`src/rtl/bicubic_pkg.sv`:
```
// bicubic_pkg: shared constants and width helpers for the vertical bicubic weight accumulator.
package bicubic_pkg;
    localparam int PIXEL_MAX      = 255;
    localparam int WEIGHT_W       = 4;
    localparam int FRAC_SHIFT_DEF = 8;

    function automatic int term_width(input int pw);
        return pw + WEIGHT_W;
    endfunction

    // Four terms of magnitude < 2^(pw+3) sum to < 2^(pw+5); one more bit for the sign.
    function automatic int sum_width(input int pw);
        return pw + WEIGHT_W + 2;
    endfunction
endpackage

```
`src/rtl/bicubic_sm_term.sv`:
```
// bicubic_sm_term: one sign-magnitude inner product times one sign-magnitude vertical weight.
module bicubic_sm_term
    import bicubic_pkg::*;
#(
    parameter int PRODUCT_WIDTH = 32,
    localparam int TW = term_width(PRODUCT_WIDTH)
) (
    input  logic [PRODUCT_WIDTH-2:0] i_ip,
    input  logic                     i_ip_sign,
    input  logic [WEIGHT_W-1:0]      i_w,
    input  logic                     i_w_sign,
    output logic signed [TW-1:0]     o_term
);
    logic [TW-1:0] w_mag;

    assign w_mag  = TW'(i_ip) * TW'(i_w);
    assign o_term = (i_ip_sign ^ i_w_sign) ? -w_mag : w_mag;
endmodule

```
`src/rtl/bicubic_vweight_accum.sv`:
```
// bicubic_vweight_accum: 3-stage elastic pipeline applying four signed vertical weights,
// then rounding, shifting and clamping to an 8-bit pixel with a saturating clamp counter.
module bicubic_vweight_accum
    import bicubic_pkg::*;
#(
    parameter int PRODUCT_WIDTH = 32,
    parameter int FRAC_SHIFT    = FRAC_SHIFT_DEF
) (
    input  logic                     clk,
    input  logic                     rst_n,
    input  logic                     in_valid,
    output logic                     in_ready,
    input  logic [WEIGHT_W-1:0]      v1,
    input  logic [WEIGHT_W-1:0]      v2,
    input  logic [WEIGHT_W-1:0]      v3,
    input  logic [WEIGHT_W-1:0]      v4,
    input  logic [3:0]               v_sign,
    input  logic [PRODUCT_WIDTH-2:0] ip1,
    input  logic [PRODUCT_WIDTH-2:0] ip2,
    input  logic [PRODUCT_WIDTH-2:0] ip3,
    input  logic [PRODUCT_WIDTH-2:0] ip4,
    input  logic                     ip_sign1,
    input  logic                     ip_sign2,
    input  logic                     ip_sign3,
    input  logic                     ip_sign4,
    output logic                     out_valid,
    input  logic                     out_ready,
    output logic [7:0]               pixel,
    output logic [15:0]              clamp_cnt
);
    localparam int TW = term_width(PRODUCT_WIDTH);
    localparam int SW = sum_width(PRODUCT_WIDTH);
    localparam logic signed [SW-1:0] HALF = SW'(2 ** (FRAC_SHIFT - 1));
    localparam logic signed [SW-1:0] MAXV = SW'(PIXEL_MAX);

    logic [PRODUCT_WIDTH-2:0] w_ip [4];
    logic [WEIGHT_W-1:0]      w_v [4];
    logic [3:0]               w_ips;
    logic signed [TW-1:0]     w_term [4];
    logic signed [TW-1:0]     r_term [4];
    logic signed [SW-1:0]     w_sum, r_sum, w_round, w_r;
    logic                     w_en1, w_en2, w_en3;
    logic                     r_v1, r_v2, r_v3;
    logic                     w_neg, w_over, r_clamp;
    logic [7:0]               w_pix, r_pixel;
    logic [15:0]              r_cnt;

    assign w_ip  = '{ip1, ip2, ip3, ip4};
    assign w_v   = '{v1, v2, v3, v4};
    assign w_ips = {ip_sign4, ip_sign3, ip_sign2, ip_sign1};

    for (genvar g = 0; g < 4; g++) begin : g_term
        bicubic_sm_term #(.PRODUCT_WIDTH(PRODUCT_WIDTH)) u_term (
            .i_ip     (w_ip[g]),
            .i_ip_sign(w_ips[g]),
            .i_w      (w_v[g]),
            .i_w_sign (v_sign[g]),
            .o_term   (w_term[g])
        );
    end

    // A stage may load when empty or when its successor takes its contents.
    assign w_en3    = !r_v3 || out_ready;
    assign w_en2    = !r_v2 || w_en3;
    assign w_en1    = !r_v1 || w_en2;
    assign in_ready = w_en1;

    always_comb begin
        w_sum = '0;
        for (int i = 0; i < 4; i++)
            w_sum = w_sum + {{(SW-TW){r_term[i][TW-1]}}, r_term[i]};
    end

    assign w_round = r_sum + HALF;
    assign w_r     = w_round >>> FRAC_SHIFT;
    assign w_neg   = w_r[SW-1];
    assign w_over  = !w_neg && (w_r > MAXV);
    assign w_pix   = w_neg ? 8'd0 : w_over ? 8'(PIXEL_MAX) : w_r[7:0];

    always_ff @(posedge clk or negedge rst_n) begin
        if (!rst_n) begin
            r_v1 <= 1'b0;
            for (int i = 0; i < 4; i++) r_term[i] <= '0;
        end else if (w_en1) begin
            r_v1 <= in_valid;
            if (in_valid) r_term <= w_term;
        end
    end

    always_ff @(posedge clk or negedge rst_n) begin
        if (!rst_n) begin
            r_v2  <= 1'b0;
            r_sum <= '0;
        end else if (w_en2) begin
            r_v2 <= r_v1;
            if (r_v1) r_sum <= w_sum;
        end
    end

    always_ff @(posedge clk or negedge rst_n) begin
        if (!rst_n) begin
            r_v3    <= 1'b0;
            r_pixel <= '0;
            r_clamp <= 1'b0;
        end else if (w_en3) begin
            r_v3 <= r_v2;
            if (r_v2) begin
                r_pixel <= w_pix;
                r_clamp <= w_neg || w_over;
            end
        end
    end

    always_ff @(posedge clk or negedge rst_n) begin
        if (!rst_n)
            r_cnt <= '0;
        else if (r_v3 && out_ready && r_clamp && r_cnt != 16'hFFFF)
            r_cnt <= r_cnt + 16'd1;
    end

    assign out_valid = r_v3;
    assign pixel     = r_pixel;
    assign clamp_cnt = r_cnt;
endmodule

```
`config.mk`:
```
export PLATFORM = sky130hd
export DESIGN_NAME = bicubic_vweight_accum
export DESIGN_NICKNAME = d
export VERILOG_FILES = /design/src/rtl/bicubic_pkg.sv /design/src/rtl/bicubic_sm_term.sv /design/src/rtl/bicubic_vweight_accum.sv
export SDC_FILE = /design/constraint.sdc
export NUM_CORES = 2
export LEC_CHECK = 0
export CORE_ASPECT_RATIO = 1.75
export CORE_MARGIN = 2
export CORE_UTILIZATION = 47
export CTS_CLUSTER_DIAMETER = 150
export DETAILED_ROUTE_END_ITERATION = 16
export PLACE_DENSITY = 0.76
export SLEW_MARGIN = 10
export SYNTH_ARGS = -nofsm -noshare
export SYNTH_HDL_FRONTEND = slang
export SYNTH_SLANG_ARGS = --single-unit
export TNS_END_PERCENT = 10
```
`constraint.sdc`:
```
create_clock -name clk -period 4.1 [get_ports clk]
set_clock_uncertainty 0.1 [all_clocks]
set_input_delay 0.615 -clock clk [delete_from_list [all_inputs] [get_ports clk]]
set_output_delay 0.615 -clock clk [all_outputs]
set_load 0.02 [all_outputs]
```
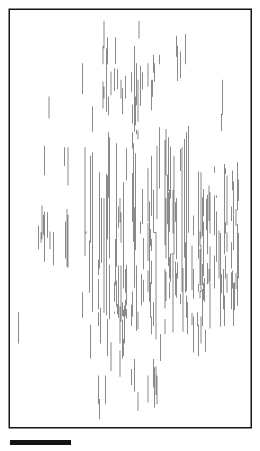
layer_met4.png
Scale bar: 50 um.
wire length on this layer	7370 um
main direction	vertical
longest straight run	130 um
nets with wire on the layer	212
share of all routed wire	7.5%
routed vias: 30680
DRT Wirelength: 98130 um

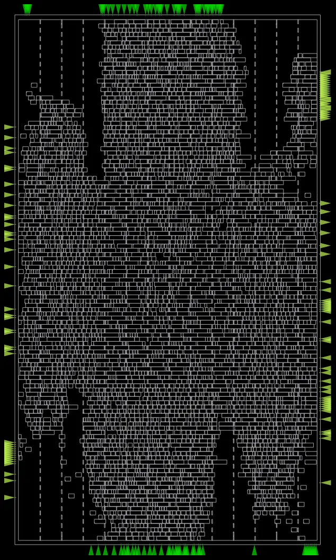
placement.png
core area: 64180 um2
num tapcells: 812
number of flip-flops and latches: 203
sequential fraction of total cell area: 0.1177

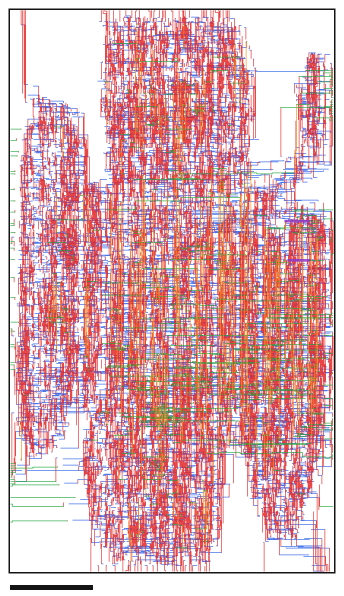
wires.png
Scale bar: 50 um.
color	layer	wire length
blue	metal 1	32.3 mm
green	metal 3	4520 um
purple	metal 5	25.8 um
orange	metal 4	7370 um
red	metal 2	53.9 mm

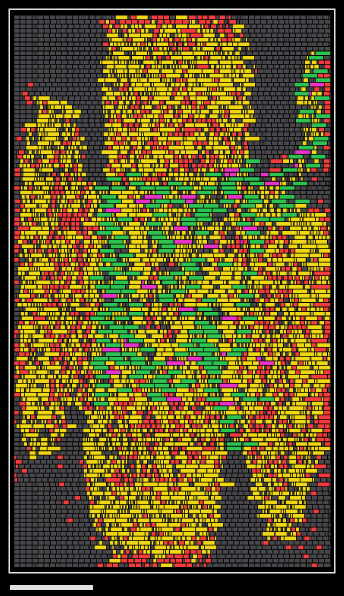
placement_by_type.png
Scale bar: 50 um. Fill, decap, tap and diode cells in gray.
color	class	cells
magenta	clock drivers and dummy loads	37
green	flops	203
yellow	combinational and other logic	3381
red	other buffers and delay cells	1063
number of rows in the core area: 123
area of all placed cells without fillers: 43200 um2
Final Util: 0.6732

==> results_dict.tcl <==
# yosys + openroad results
set metrics [dict create \
    status "finished, violations left" \
    violations "setup timing" \
    filler_cell_count 4665 \
    route.antenna.remaining_nets 0 \
    setup_ws_ps -1190 \
    design.die.area_um2 66780 \
    synth-edff-count 0 \
    most-common-layout-cells "buf_4, inv_1, nand2_1, and2_1, fa_1" \
    comb-cell-share 0.5959 \
    synth.net_count 4371 \
    period_minus_slack_ps 5290 \
    route.layer.met1.wl_um 32270 \
    power.ir.vdd_worst_mv 0.9075 \
    postSynthRegisterBits 203 \
    xor_xnor_fraction_of_synth_area 0.08331 \
    routedWlPerCell_um 17.85 \
    chipWidth_um 196.2 \
    slew_headroom 0.5051 \
    design.portCount 178 \
    unrepaired_setup_endpoints_after_global_routing "yes" \
    critical_path_buf_inv_count 7 \
    rr_worst_depth 16 \
    place.port_buffers 177 \
    clock_power_share 0.070 \
    hold_depth 1 \
    path_delay_family "simple AND/OR/NAND/NOR gates" \
    detailedPlacementHpwl_um 71690 \
    timing.critical_path.from_type "input pin" \
    seq_area_um2 5084 \
    comb-power_mw 24.7 \
    dp_slack_ps -2018 \
    syn_avg_cell_area_um2 8.172 \
    detailedRoute.firstIterationViolations 1516 \
    tritoncts "yes" \
    clock_slew_at_the_register_clock_pins_of_the_worst_setup_and_hold_paths_ps 60 \
    buffers 1063 \
    timing.critical_path.slowest_cell_delay_ps 560 \
    tightest_slew_ps 739.8 \
    routed_via_density 5.580 \
    critical_path_data_required_time_ps 4420 \
    synth.logic.top_family "adder cells" \
    syn2layout_area_growth_pct 42.19 \
    fp_util 0.4735 \
    power.internal_mw 16.78 \
    worst_path_max_delay_cell "fa_1" \
    yosysUniqueCellTypes 92 \
    post_synth_and_or_nand_nor_area_fraction 0.2227 \
    post_cts.repair.setup_buffers 69 \
    final_max_slew_viol_count 0 \
    switching_power_mw 14.19 \
    power.total_mw 30.97 \
    reg_to_reg_slack_setup_ps -290 \
    busiest_layer "met2" \
    timing.critical_path.to "r_term[35]$_DFFE_PN0P_" \
    clock-sinks 203 \
    startpoint "v4[3]" \
    yosys.stat.chipArea_um2 30380 \
    number_of_violations_of_the_max_capacitance_limit 0 \
    power-top-group "combinational cells" \
    holdCritStartpoint "clamp_cnt[9]$_DFFE_PN0P_" \
    final.signal_inverter_count 470 \
    netlist.area_leader.share 0.2003 \
    synth_seq_share 0.1672 \
    drc 0 \
    p_per_area_nw_per_um2 716.9 \
    first_pass_iters 7 \
    log.warning_count 33 \
    yosys_most_used_dff "dfrtp_1" \
    layout.area.top_class "combinational gates" \
    comb_power_share 0.799 \
    power.clock.total_mw 2.17 \
    final_nets 5323 \
    placed_cells_incl_taps 5345 \
    netSwitchingFraction 0.4581 \
    cts_hold_repair.buffers 1 \
    clock_buffer_count 25 \
    setup_viol 99 \
    area_share_nonclk_buffers 0.2042 \
    setup.worst_path.class "in2reg" \
    hold_violations 0 \
    cts-htree-levels 1 \
    finalWeightedCongestion 0.9599 \
    synth_area_leader_cell "fa_1" \
    synth-adder-area-share 0.2814 \
    clock_insertion_delay_worst_skew_ps 540 \
    synth.cellmix.compoundShare 0.1660 \
    postCtsResizedCells 438 \
    die_height_um 340.4 \
]
Power is estimated from default activity; no workload was simulated.
